<file path="src/rtl/md_iteration_sequencer_if.sv">
// Handshake bundle between the MD iteration sequencer and its neighbours
// (broadcast controller, ring, force caches, motion update control).
interface md_iteration_sequencer_if #(
  parameter int NUM_CELLS  = 64,
  parameter int ITER_WIDTH = 16
);
  logic                  start;
  logic [ITER_WIDTH-1:0] num_iterations;
  logic                  all_reading_done;
  logic [NUM_CELLS-1:0]  ref_wb_issued;
  logic                  goto_next_ref;
  logic [NUM_CELLS-1:0]  force_wr_enable;
  logic                  force_cache_buf_empty;
  logic                  all_filter_buffer_empty;
  logic                  mu_done;

  logic                  iter_start;
  logic                  all_ref_wb_issued;
  logic                  all_force_wr_issued;
  logic                  motion_update_start;
  logic                  busy;
  logic                  done;
  logic [ITER_WIDTH-1:0] iter_count;
  logic                  timeout;

  modport master (
    output start, num_iterations, all_reading_done, ref_wb_issued, goto_next_ref,
           force_wr_enable, force_cache_buf_empty, all_filter_buffer_empty, mu_done,
    input  iter_start, all_ref_wb_issued, all_force_wr_issued, motion_update_start,
           busy, done, iter_count, timeout
  );

  modport slave (
    input  start, num_iterations, all_reading_done, ref_wb_issued, goto_next_ref,
           force_wr_enable, force_cache_buf_empty, all_filter_buffer_empty, mu_done,
    output iter_start, all_ref_wb_issued, all_force_wr_issued, motion_update_start,
           busy, done, iter_count, timeout
  );
endinterface

</file>
<file path="src/rtl/md_iteration_sequencer.sv">
// Runs N MD timesteps: launch broadcast, wait for force phase to retire, run motion update.
// Optional FORCE/MU watchdog enabled by defining ITER_WATCHDOG_EN.
module md_iteration_sequencer #(
  parameter int NUM_CELLS      = 64,
  parameter int DRAIN_CYCLES   = 64,
  parameter int ITER_WIDTH     = 16,
  parameter int WATCHDOG_LIMIT = 2**20
) (
  input logic                    clk,
  input logic                    rst,
  md_iteration_sequencer_if.slave bus
);
  localparam int DW = $clog2(DRAIN_CYCLES + 1);
  localparam logic [DW-1:0] DRAIN_MAX = DW'(DRAIN_CYCLES);

  typedef enum logic [2:0] {S_IDLE, S_LAUNCH, S_FORCE, S_MU, S_FINISH} state_t;

  // Writeback tracker: collect one ref writeback per PE, then let the ring drain.
  logic [NUM_CELLS-1:0] r_issued;
  logic                 armed;
  logic [DW-1:0]        drain_cnt;
  logic                 interconnect_empty;
  logic                 force_retired;

  always_ff @(posedge clk or negedge rst) begin
    if (!rst) begin
      r_issued  <= '0;
      armed     <= 1'b0;
      drain_cnt <= '0;
    end else if (!armed) begin
      if (&r_issued) begin
        armed     <= 1'b1;
        drain_cnt <= '0;
      end else begin
        r_issued <= r_issued | bus.ref_wb_issued;
      end
    end else if (drain_cnt == DRAIN_MAX || bus.goto_next_ref) begin
      armed     <= 1'b0;
      r_issued  <= '0;
      drain_cnt <= '0;
    end else begin
      drain_cnt <= drain_cnt + 1'b1;
    end
  end

  assign interconnect_empty = armed && (drain_cnt == DRAIN_MAX);
  assign force_retired      = ~|bus.force_wr_enable && bus.force_cache_buf_empty &&
                              bus.all_filter_buffer_empty && interconnect_empty;

  state_t                state, state_d;
  logic [ITER_WIDTH-1:0] target, target_d, cnt, cnt_d;
  logic                  iter_start_q, iter_start_d;
  logic                  mus_q, mus_d;
  logic                  done_q, done_d;
  logic                  wd_trip;

  always_comb begin
    state_d      = state;
    target_d     = target;
    cnt_d        = cnt;
    iter_start_d = 1'b0;
    mus_d        = 1'b0;
    done_d       = 1'b0;
    case (state)
      S_IDLE: if (bus.start) begin
        if (bus.num_iterations != '0) begin
          target_d = bus.num_iterations;
          cnt_d    = '0;
          state_d  = S_LAUNCH;
        end else begin
          done_d = 1'b1;
        end
      end
      S_LAUNCH: begin
        iter_start_d = 1'b1;
        state_d      = S_FORCE;
      end
      S_FORCE: if (bus.all_reading_done && force_retired) begin
        mus_d   = 1'b1;
        state_d = S_MU;
      end
      S_MU: if (bus.mu_done) begin
        cnt_d   = cnt + 1'b1;
        state_d = (cnt_d == target) ? S_FINISH : S_LAUNCH;
      end
      S_FINISH: begin
        done_d  = 1'b1;
        state_d = S_IDLE;
      end
      default: state_d = S_IDLE;
    endcase
    // A watchdog trip abandons the run silently: no MU start, no done.
    if (wd_trip) begin
      state_d = S_IDLE;
      mus_d   = 1'b0;
      cnt_d   = cnt;
    end
  end

  always_ff @(posedge clk or negedge rst) begin
    if (!rst) begin
      state        <= S_IDLE;
      target       <= '0;
      cnt          <= '0;
      iter_start_q <= 1'b0;
      mus_q        <= 1'b0;
      done_q       <= 1'b0;
    end else begin
      state        <= state_d;
      target       <= target_d;
      cnt          <= cnt_d;
      iter_start_q <= iter_start_d;
      mus_q        <= mus_d;
      done_q       <= done_d;
    end
  end

`ifdef ITER_WATCHDOG_EN
  localparam int WW = $clog2(WATCHDOG_LIMIT + 1);
  logic [WW-1:0] wd_cnt;
  logic          timeout_q;
  logic          in_wd;

  assign in_wd   = (state == S_FORCE) || (state == S_MU);
  assign wd_trip = in_wd && (wd_cnt == WW'(WATCHDOG_LIMIT - 1));

  always_ff @(posedge clk or negedge rst) begin
    if (!rst) begin
      wd_cnt    <= '0;
      timeout_q <= 1'b0;
    end else begin
      if (state == S_IDLE && bus.start) timeout_q <= 1'b0;
      else if (wd_trip)                 timeout_q <= 1'b1;
      if (state_d != state && (state_d == S_FORCE || state_d == S_MU)) wd_cnt <= '0;
      else if (in_wd && !wd_trip)                                       wd_cnt <= wd_cnt + 1'b1;
    end
  end

  assign bus.timeout = timeout_q;
`else
  assign wd_trip     = 1'b0;
  // Any legal (positive) limit keeps this low; the limit has no effect without the watchdog.
  assign bus.timeout = (WATCHDOG_LIMIT < 1);
`endif

  assign bus.iter_start          = iter_start_q;
  assign bus.motion_update_start = mus_q;
  assign bus.done                = done_q;
  assign bus.busy                = (state != S_IDLE);
  assign bus.iter_count          = cnt;
  assign bus.all_ref_wb_issued   = armed;
  assign bus.all_force_wr_issued = force_retired;
endmodule
</file>
<file path="src/flat_wrapper.sv">
// flat-port wrapper written by rule: the top's interface ports become plain ports
module md_iteration_sequencer_flat 
#(
  parameter int NUM_CELLS      = 64,
  parameter int DRAIN_CYCLES   = 64,
  parameter int ITER_WIDTH     = 16,
  parameter int WATCHDOG_LIMIT = 2**20
)
  (clk, rst, bus_start, bus_num_iterations, bus_all_reading_done, bus_ref_wb_issued, bus_goto_next_ref, bus_force_wr_enable, bus_force_cache_buf_empty, bus_all_filter_buffer_empty, bus_mu_done, bus_iter_start, bus_all_ref_wb_issued, bus_all_force_wr_issued, bus_motion_update_start, bus_busy, bus_done, bus_iter_count, bus_timeout);
  md_iteration_sequencer_if #(.NUM_CELLS(NUM_CELLS), .ITER_WIDTH(ITER_WIDTH)) bus_i ();
  input logic clk;
  input logic rst;
  input wire logic [$bits(bus_i.start)-1:0] bus_start;
  input wire logic [$bits(bus_i.num_iterations)-1:0] bus_num_iterations;
  input wire logic [$bits(bus_i.all_reading_done)-1:0] bus_all_reading_done;
  input wire logic [$bits(bus_i.ref_wb_issued)-1:0] bus_ref_wb_issued;
  input wire logic [$bits(bus_i.goto_next_ref)-1:0] bus_goto_next_ref;
  input wire logic [$bits(bus_i.force_wr_enable)-1:0] bus_force_wr_enable;
  input wire logic [$bits(bus_i.force_cache_buf_empty)-1:0] bus_force_cache_buf_empty;
  input wire logic [$bits(bus_i.all_filter_buffer_empty)-1:0] bus_all_filter_buffer_empty;
  input wire logic [$bits(bus_i.mu_done)-1:0] bus_mu_done;
  output wire logic [$bits(bus_i.iter_start)-1:0] bus_iter_start;
  output wire logic [$bits(bus_i.all_ref_wb_issued)-1:0] bus_all_ref_wb_issued;
  output wire logic [$bits(bus_i.all_force_wr_issued)-1:0] bus_all_force_wr_issued;
  output wire logic [$bits(bus_i.motion_update_start)-1:0] bus_motion_update_start;
  output wire logic [$bits(bus_i.busy)-1:0] bus_busy;
  output wire logic [$bits(bus_i.done)-1:0] bus_done;
  output wire logic [$bits(bus_i.iter_count)-1:0] bus_iter_count;
  output wire logic [$bits(bus_i.timeout)-1:0] bus_timeout;
  assign bus_i.start = bus_start;
  assign bus_i.num_iterations = bus_num_iterations;
  assign bus_i.all_reading_done = bus_all_reading_done;
  assign bus_i.ref_wb_issued = bus_ref_wb_issued;
  assign bus_i.goto_next_ref = bus_goto_next_ref;
  assign bus_i.force_wr_enable = bus_force_wr_enable;
  assign bus_i.force_cache_buf_empty = bus_force_cache_buf_empty;
  assign bus_i.all_filter_buffer_empty = bus_all_filter_buffer_empty;
  assign bus_i.mu_done = bus_mu_done;
  assign bus_iter_start = bus_i.iter_start;
  assign bus_all_ref_wb_issued = bus_i.all_ref_wb_issued;
  assign bus_all_force_wr_issued = bus_i.all_force_wr_issued;
  assign bus_motion_update_start = bus_i.motion_update_start;
  assign bus_busy = bus_i.busy;
  assign bus_done = bus_i.done;
  assign bus_iter_count = bus_i.iter_count;
  assign bus_timeout = bus_i.timeout;
  md_iteration_sequencer #(.NUM_CELLS(NUM_CELLS), .DRAIN_CYCLES(DRAIN_CYCLES), .ITER_WIDTH(ITER_WIDTH), .WATCHDOG_LIMIT(WATCHDOG_LIMIT)) u_core (.clk(clk), .rst(rst), .bus(bus_i));
endmodule
</file>
<file path="config.mk">
export PLATFORM = sky130hd
export DESIGN_NAME = md_iteration_sequencer_flat
export DESIGN_NICKNAME = d
export VERILOG_FILES = /design/src/rtl/md_iteration_sequencer_if.sv /design/src/rtl/md_iteration_sequencer.sv /design/src/flat_wrapper.sv
export SDC_FILE = /design/constraint.sdc
export NUM_CORES = 1
export LEC_CHECK = 0
export CAP_MARGIN = 20
export CORE_ASPECT_RATIO = 1.25
export CORE_MARGIN = 5
export CORE_UTILIZATION = 47
export DETAILED_ROUTE_END_ITERATION = 12
export PLACE_DENSITY_LB_ADDON = 0.15
export SKIP_LAST_GASP = 1
export SLEW_MARGIN = 20
export SYNTH_ARGS = -nofsm -noshare
export SYNTH_HDL_FRONTEND = slang
export SYNTH_SLANG_ARGS = --single-unit
export TNS_END_PERCENT = 50
</file>
<file path="constraint.sdc">
create_clock -name clk -period 2.6 [get_ports clk]
set_clock_uncertainty 0.1 [all_clocks]
set_input_delay 0.52 -clock clk [delete_from_list [all_inputs] [get_ports clk]]
set_output_delay 0.52 -clock clk [all_outputs]
set_load 0.02 [all_outputs]
</file>
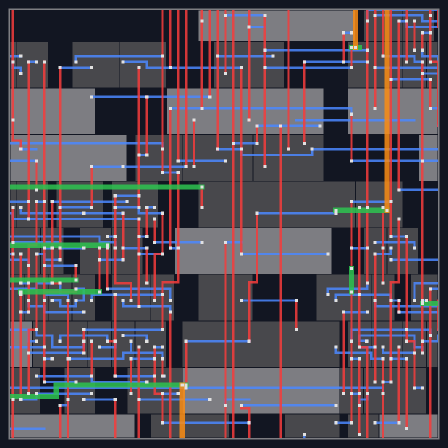
(close-up of the layout)
Region (41, 53) to (66, 78) µm. Cells in gray, sequential cells in the stronger gray; small squares are vias.
- green: M3
- blue: M1
- orange: M4
- red: M2
- most frequent: nor2_1 (9), dfrtp_1 (8), o21ai_0 (7)
- cells with their middle in the window: 55
- sequential cells in the window: 8
- netlist names of flops here include: `u_core.drain_cnt` (5), `u_core.target` (2)

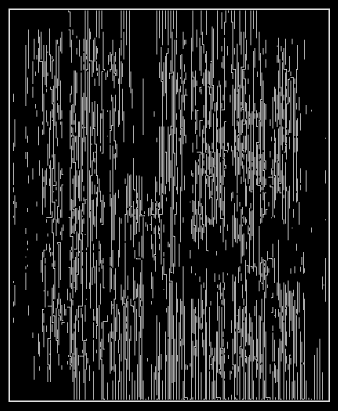
(metal 2)
Scale: 3 px per µm.
- longest straight run: 73.4 µm
- main direction: vertical

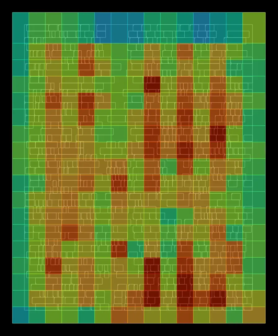
(track usage over the die)
Total Routing Usage GR: 0.241
met3 Usage GRT: 0.0381

==> reports/metrics.cfg <==
[flow_run]
tool_warnings=29

[drt]
drt-pass1-iter-count=4
avgRoutedWirePerCell_um=17.7
routed_wl_mm=16.4
viasPerCell=5.64
maxUsedRoutingLayer=met4
drcViolationCount=0
detail-route-antenna-nets=0
routed-wl-met3_um=663
drt_iter0_drc=236

[clock_network]
cts_sinks=110
h-tree-depth=3
clkLatencyLatePin_ns=0.34
numCtsBuffers=9
clockBufferDepth=2
root_buffer=clkbuf_16
post_cts_buffers=0

[worst_setup_path]
worstSetupEndpointType=primary output
crit_path_max_incr_delay_ns=0.43
cpMaxStageDelayCell=dfrtp_1
cp_cell_sequence=nor4_4 -> nand3_2 -> or3_1 -> nor4_1 -> buf_4 -> buf_6
path_class=reg -> out
setup.worst_path.start_class=flop
worstPathArrival_ns=2.07

[power]
pg_clk_w=0.00128
power_frac_comb=0.358
p_comb_w=0.00220
p_sw_frac=0.345
switchingPower_w=0.00212
internal_power_w=0.00403
power_leakage_nw=3.16
p_per_area_nw_per_um2=766
pwr-share-seq=0.434
pwr-share-clk=0.208

[sta]
worst_slack_ns=-0.0873
hold_ws_ns=0.128
max_freq_ghz=0.372
finalCriticalPeriod_ns=2.69
setup_viol=1
maxSlewViolCount=0
finalHoldViolations=0
slew_headroom=0.529

[logic_synthesis]
ys_sh_mux=0.0389
synth_cell_types=56
ys_seq_frac=0.507
common_cells=110 x dfrtp_1, 93 x nor2_1, 71 x a21oi_1, 37 x nor4_1, 32 x nand2_1
edf_count=0
synthFlopType=dfrtp_1
synth.avg_cell_area_um2=9.48
ys_cells=573
syn-num-nets=728
top_area_cell=dfrtp_1
xor_area_frac=0.0371
topCellsByArea=dfrtp_1 51%, a21oi_1 6.5%, nor2_1 6.4%
adder_share=0.00691
ys_warn_count=0
ys_sh_aoi=0.130

[hold_path]
min_path_type=in -> async

[floorplanning]
coreArea_um2=11500
die_width_um=106
initCoreUtil=0.474

[status]
status=finished, violations left
failed_checks=negative setup slack

[final_layout]
fin_nets=940
largest_register=u_core.r_issued
regArea_um2=2750
fin_util=0.701
nFillCells=908

[place]
dp_hpwl_mm=12.9
pre_cts_ws_ns=-0.724
gp_congestion=0.959

[global_route]
first_global_vias=5440
overflow=0
grt_max_degree=51
grtUsageMet1=0.268
grt-busiest-layer=met2
antenna_found_initial=0

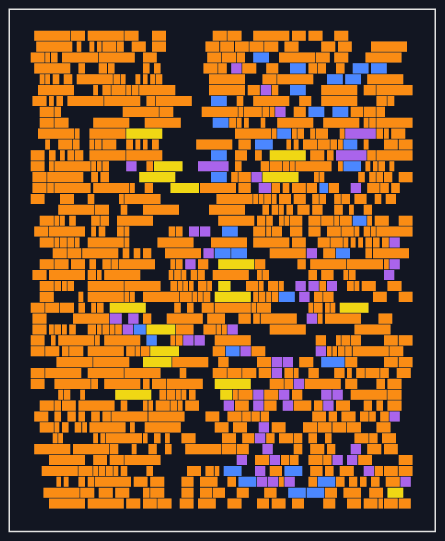
(sizing map)
Scale: 4 px per µm.
- orange: x1 and smaller (cells 679; share 86%)
- yellow: x6 and larger (cells 18; share 2.3%)
- purple: x3 and x4 (cells 58; share 7.4%)
- blue: x2 (cells 34; share 4.3%)

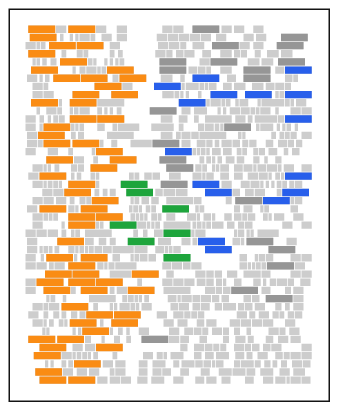
(where the registers sit)
Scale: 3 px per µm.
- orange: `u_core.r_issued` (sequential cells 64; where a column on the left)
- blue: `u_core.bus.iter_count` (sequential cells 16)
- green: `u_core.drain_cnt` (sequential cells 7; where center)
- not colored: 23

-- cell type report --
class                      count  area share
timing repair buffer         230       0.277
clock buffer                  10      0.0285
sequential                   110       0.343
clock inverter                 5     0.00530
multi-input combinational    425       0.320
tap                          138      0.0215
inverter                       9     0.00421
-- final timing paths --
check / depth (start not counted) / slack [ns] / startpoint / to
setup / recovery: 6 / -0.09 / u_core.drain_cnt[5] / bus_all_force_wr_issued
hold / removal: 1 / 0.13 / rst / u_core.bus.motion_update_start
setup reg to reg: 7 / 0.09 / u_core.bus.iter_count[1] / u_core.state[0]
hold reg to reg: 2 / 0.40 / u_core.r_issued[5] / u_core.r_issued[5]
max in group asynchronous: 2 / 1.63 / rst / u_core.drain_cnt[2]
min in group clk: 2 / 0.40 / u_core.r_issued[5] / u_core.r_issued[5]
No activity file was given, so power comes from the tool's default toggle rates.
